==> src/rtl/load_store_unit.sv <==
// Load/store unit between a pipeline and a word-wide data memory with a
// one-cycle registered read. Byte and halfword stores are done as
// read-modify-write; loads are lane-selected and sign/zero extended.
module load_store_unit (
   input  logic        clk,
   input  logic        rst_n,
   input  logic        req_valid,
   output logic        req_ready,
   input  logic        req_we,
   input  logic [2:0]  req_funct3,
   input  logic [31:0] req_addr,
   input  logic [31:0] req_wdata,
   output logic        rsp_valid,
   output logic [31:0] rsp_rdata,
   output logic        rsp_err,
   output logic        mem_we,
   output logic [31:0] mem_waddr,
   output logic [31:0] mem_raddr,
   output logic [31:0] mem_wdata,
   input  logic [31:0] mem_rdata
);

   typedef enum logic [2:0] {
      IDLE,
      LD_ISSUE,
      LD_WAIT,
      ST_WORD,
      RMW_ISSUE,
      RMW_WRITE
   } state_t;

   localparam logic [2:0] F3_B  = 3'b000;
   localparam logic [2:0] F3_H  = 3'b001;
   localparam logic [2:0] F3_W  = 3'b010;
   localparam logic [2:0] F3_BU = 3'b100;
   localparam logic [2:0] F3_HU = 3'b101;

   state_t      state_q, state_d;
   logic        we_q;
   logic [2:0]  funct3_q;
   logic [31:0] addr_q;
   logic [31:0] wdata_q;
   logic        req_err;
   logic        accept;
   logic [31:0] merged;
   logic [31:0] load_data;
   logic [7:0]  ld_byte;
   logic [15:0] ld_half;

   assign accept = req_valid && req_ready;

   // The memory only ever sees word-aligned addresses from the captured request.
   assign mem_raddr = {addr_q[31:2], 2'b00};
   assign mem_waddr = {addr_q[31:2], 2'b00};

   // Classify the incoming request as misaligned or carrying an illegal width code.
   // NOTE: every output of an always_comb gets a default first so no path can infer a latch.
   always_comb begin
      req_err = 1'b0;
      if (req_we) begin
         case (req_funct3)
            F3_B:    req_err = 1'b0;
            F3_H:    req_err = req_addr[0];
            F3_W:    req_err = (req_addr[1:0] != 2'b00);
            default: req_err = 1'b1;
         endcase
      end else begin
         case (req_funct3)
            F3_B, F3_BU: req_err = 1'b0;
            F3_H, F3_HU: req_err = req_addr[0];
            F3_W:        req_err = (req_addr[1:0] != 2'b00);
            default:     req_err = 1'b1;
         endcase
      end
   end

   // State register.
   // NOTE: sequential state uses non-blocking assignments so every flop samples pre-edge values.
   always_ff @(posedge clk or negedge rst_n) begin
      if (!rst_n) state_q <= IDLE;
      else        state_q <= state_d;
   end

   // Next-state decode and memory-side strobes.
   always_comb begin
      state_d   = state_q;
      req_ready = 1'b0;
      mem_we    = 1'b0;
      mem_wdata = 32'h0;
      case (state_q)
         IDLE: begin
            req_ready = 1'b1;
            if (req_valid) begin
               if (req_err)                 state_d = IDLE;
               else if (!req_we)            state_d = LD_ISSUE;
               else if (req_funct3 == F3_W) state_d = ST_WORD;
               else                         state_d = RMW_ISSUE;
            end
         end
         LD_ISSUE:  state_d = LD_WAIT;
         LD_WAIT:   state_d = IDLE;
         ST_WORD: begin
            mem_we    = we_q;
            mem_wdata = wdata_q;
            state_d   = IDLE;
         end
         RMW_ISSUE: state_d = RMW_WRITE;
         RMW_WRITE: begin
            mem_we    = we_q;
            mem_wdata = merged;
            state_d   = IDLE;
         end
         default:   state_d = IDLE;
      endcase
   end

   // Capture the request on acceptance; inputs are ignored until back in IDLE.
   // NOTE: these are plain registers, so they are cleared on reset; the memory itself is external.
   always_ff @(posedge clk or negedge rst_n) begin
      if (!rst_n) begin
         we_q     <= 1'b0;
         funct3_q <= 3'b000;
         addr_q   <= 32'h0;
         wdata_q  <= 32'h0;
      end else if (accept) begin
         we_q     <= req_we;
         funct3_q <= req_funct3;
         addr_q   <= req_addr;
         wdata_q  <= req_wdata;
      end
   end

   // Replace the addressed byte or halfword of the read word with store data.
   always_comb begin
      merged = mem_rdata;
      if (funct3_q[1:0] == 2'b00) merged[{addr_q[1:0], 3'b000} +: 8] = wdata_q[7:0];
      else                        merged[{addr_q[1], 4'b0000} +: 16] = wdata_q[15:0];
   end

   // Select the load lane and extend it according to the width code.
   always_comb begin
      ld_byte   = mem_rdata[{addr_q[1:0], 3'b000} +: 8];
      ld_half   = mem_rdata[{addr_q[1], 4'b0000} +: 16];
      load_data = 32'h0;
      case (funct3_q)
         F3_B:    load_data = {{24{ld_byte[7]}}, ld_byte};
         F3_H:    load_data = {{16{ld_half[15]}}, ld_half};
         F3_W:    load_data = mem_rdata;
         F3_BU:   load_data = {24'h0, ld_byte};
         F3_HU:   load_data = {16'h0, ld_half};
         default: load_data = 32'h0;
      endcase
   end

   // Single-cycle response pulse: errors after acceptance, loads after the
   // read returns, stores after their write edge.
   always_ff @(posedge clk or negedge rst_n) begin
      if (!rst_n) begin
         rsp_valid <= 1'b0;
         rsp_err   <= 1'b0;
         rsp_rdata <= 32'h0;
      end else begin
         rsp_valid <= 1'b0;
         rsp_err   <= 1'b0;
         rsp_rdata <= 32'h0;
         case (state_q)
            IDLE: begin
               if (req_valid && req_err) begin
                  rsp_valid <= 1'b1;
                  rsp_err   <= 1'b1;
               end
            end
            LD_WAIT: begin
               rsp_valid <= 1'b1;
               rsp_rdata <= load_data;
            end
            ST_WORD, RMW_WRITE: rsp_valid <= 1'b1;
            default: ;
         endcase
      end
   end

endmodule

==> config.mk <==
export PLATFORM = sky130hd
export DESIGN_NAME = load_store_unit
export DESIGN_NICKNAME = d
export VERILOG_FILES = /design/src/rtl/load_store_unit.sv
export SDC_FILE = /design/constraint.sdc
export NUM_CORES = 1
export LEC_CHECK = 0
export ABC_AREA = 1
export CAP_MARGIN = 20
export CORE_MARGIN = 1
export CORE_UTILIZATION = 45
export DETAILED_ROUTE_END_ITERATION = 10
export PLACE_DENSITY_LB_ADDON = 0.25
export SYNTH_ARGS = -nofsm -noshare
export SYNTH_HDL_FRONTEND = slang
export SYNTH_SLANG_ARGS = --single-unit
==> constraint.sdc <==
create_clock -name clk -period 2.3 [get_ports clk]
set_input_delay 0.23 -clock clk [delete_from_list [all_inputs] [get_ports clk]]
set_output_delay 0.23 -clock clk [all_outputs]
set_load 0.1 [all_outputs]
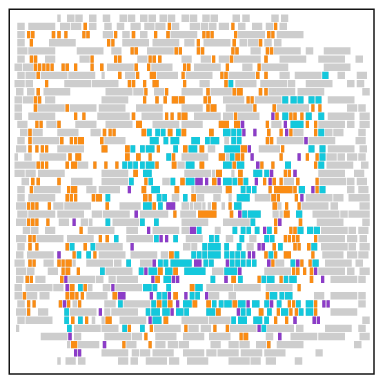
gate_families.png
Drawn at 3 px/um.
color	family	cells
purple	inverters	77
orange	NAND gates	348
cyan	inverting AOI/OAI gates	191

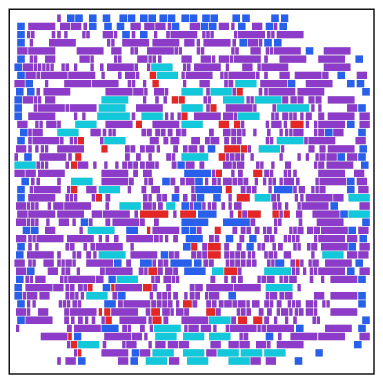
drive_strength.png
Drawn at 3 px/um.
color	size	cells	share
red	drive 2	53	5.1%
blue	drive 3 to 4	136	13%
cyan	drive 6 and up	51	4.9%
purple	drive 1 or less	791	77%
post-route cell area: 9100 sq um
setup slack after layout: 0.04478 ns
bufs w/o clock: 258

[metrics by stage]
stage / hold slack (ns) / cells / setup TNS, ns / setup WS [ns]
6_report: 0.3839 / 1211 / 0 / 0.04478
5_1_grt: 0.4187 / 1211 / -0.1759 / -0.03104
4_1_cts: 0.4006 / 1204 / 0 / 0.01011
3_5_place_dp: 0.2244 / 1185 / 0 / 0.2063
3_3_place_gp: 0.2214 / 1185 / 0 / 0.2399
2_1_floorplan: -0.06559 / 867 / -0.8693 / -0.4237
[metal layers]
metal | vias up | track usage | share of wire
met5 | - | 0 | 0
met4 | 0 | 0.09645 | 0.025
met3 | 34 | 0.04793 | 0.084
met2 | 289 | 0.4029 | 0.46
met1 | 2917 | 0.3667 | 0.43
li1 | 3079 | - | -
[layout by cell type (no fill, tap or decap), drive strengths merged]
master	n
buf	155
dlygate4sd3	1
ha	5
o221ai	15
dfrtp	105
nand3	47
nor2	22
nand4	1
a31oi	24
o22ai	7
o21a	1
nand3b	1
clkdlybuf4s50	101
o211ai	18
clkbuf	12
clkinv	2
a21oi	35
bufinv	2
inv	74
nand2	299
nor3	4
conb	4
clkinvlp	4
o21ai	92
[worst max-delay path by stage]
stage,from,end,slack [ns],depth (start not counted)
floorplan,addr_q[1]$_DFFE_PN0P_,mem_wdata[1],-0.42,9
global placement,addr_q[1]$_DFFE_PN0P_,mem_wdata[10],0.24,7
detailed placement,addr_q[1]$_DFFE_PN0P_,mem_wdata[10],0.21,7
CTS,addr_q[1]$_DFFE_PN0P_,mem_wdata[8],0.01,8
global route,addr_q[0]$_DFFE_PN0P_,mem_wdata[31],-0.03,7
finish,addr_q[0]$_DFFE_PN0P_,mem_wdata[9],0.04,7
[state kept, by name (all words and copies together), names as in the netlist]
| register | flops |
|---|---|
| addr_q | 32 |
| funct3_q | 3 |
| rsp_err | 1 |
| rsp_rdata | 32 |
| rsp_valid | 1 |
| state_q | 3 |
| wdata_q | 32 |
| we_q | 1 |
[kinds of logic after synthesis]
logic type	share of synthesized area
AND/OR/NAND/NOR	0.2410
adder cells (fa/ha/maj)	0.009804
AND-OR/OR-AND	0.1745
other	0.0005877
buffers and inverters	0.1624
flip-flops	0.4118
[area by class of cell]
cell class | count | area, sq um
fill | 1241 | 4781
multi-input combinational | 575 | 2953
timing repair buffer | 258 | 2671
sequential | 105 | 2629
inverter | 76 | 300.3
clock buffer | 11 | 232.7
tap | 180 | 225.2
clock inverter | 5 | 81.33
timing repair inverter | 1 | 7.507
[worst max-delay path: cells and delay by family, from the launching register on]
kind                       cells  cell delay (ns)
and+or+nand+nor                2             0.29
adders and majority gates      1             0.22
DFF                            1             0.39
buffers and inverters          2             0.46
AOI/OAI and AO/OA              2             0.31
[power groups by stage]
stage / Combinational (mW) / Sequential, mW / Clock (mW)
3_3_place_gp: 7.12 / 2.77 / 0
2_1_floorplan: 5.80 / 3.01 / 0
3_5_place_dp: 7.17 / 2.77 / 0
6_report: 7.45 / 2.78 / 1.62
5_1_grt: 7.87 / 2.84 / 1.73
4_1_cts: 7.26 / 2.76 / 1.65
==> results.ini <==
[setup_path]
critPathSlowestCell = dfrtp_1
path_cells = buf_4 -> ha_4 -> nand2_2 -> nor2_1 -> o21ai_0 -> o22ai_2 -> buf_12
end_kind = primary output
worstReg2RegEnd = rsp_rdata[7]$_DFF_PN0_

[pwr]
p_seq_frac = 0.235
pwr-share-clk = 0.137
power_mw = 11.85
pwr_density_cell_nw_per_um2 = 1302
internal_power_mw = 5.111
comb_power_share = 0.629

[global_routing]
grt_pass1_vias = 5672
grt_max_degree = 83
grt_usage = 0.2619
grt_pass1_wl_um = 29660
antenna_found_initial = 0

[timing]
finalClockPeriodUsage = 0.9805
period_minus_slack_ns = 2.255

[synth]
syn-cell-area_sq_um = 6381
area_leaders = dfrtp_1, nand2_1, buf_4
syn_inst = 864
ys.flop_type = dfrtp_1
ys_chip_area_sq_um = 6381

[drt]
ant_nets = 0
vias = 6319
drt_iter0_drc = 522
routedWlPerCell_um = 15.67

[place]
postPlaceCellArea_sq_um = 8576
port-buffer-count = 230

[cts]
insertion_delay_ns = 0.35
post-cts-setup-buffers = 2
cts_inserted_buffers = 9
clkTransAtPathRegs_ns = 0.07
max-clock-path-buffers = 2

[job]
drv_cap = 0
warnings = 32

[run_status]
status = complete, no violations

[worst_hold_path]
hold_class = input pin to asynchronous set/reset pin

[cells_and_area]
final_util = 0.6556

[die]
num_rows = 43

Power figures rest on the tool's default switching activity, not on a simulated workload.
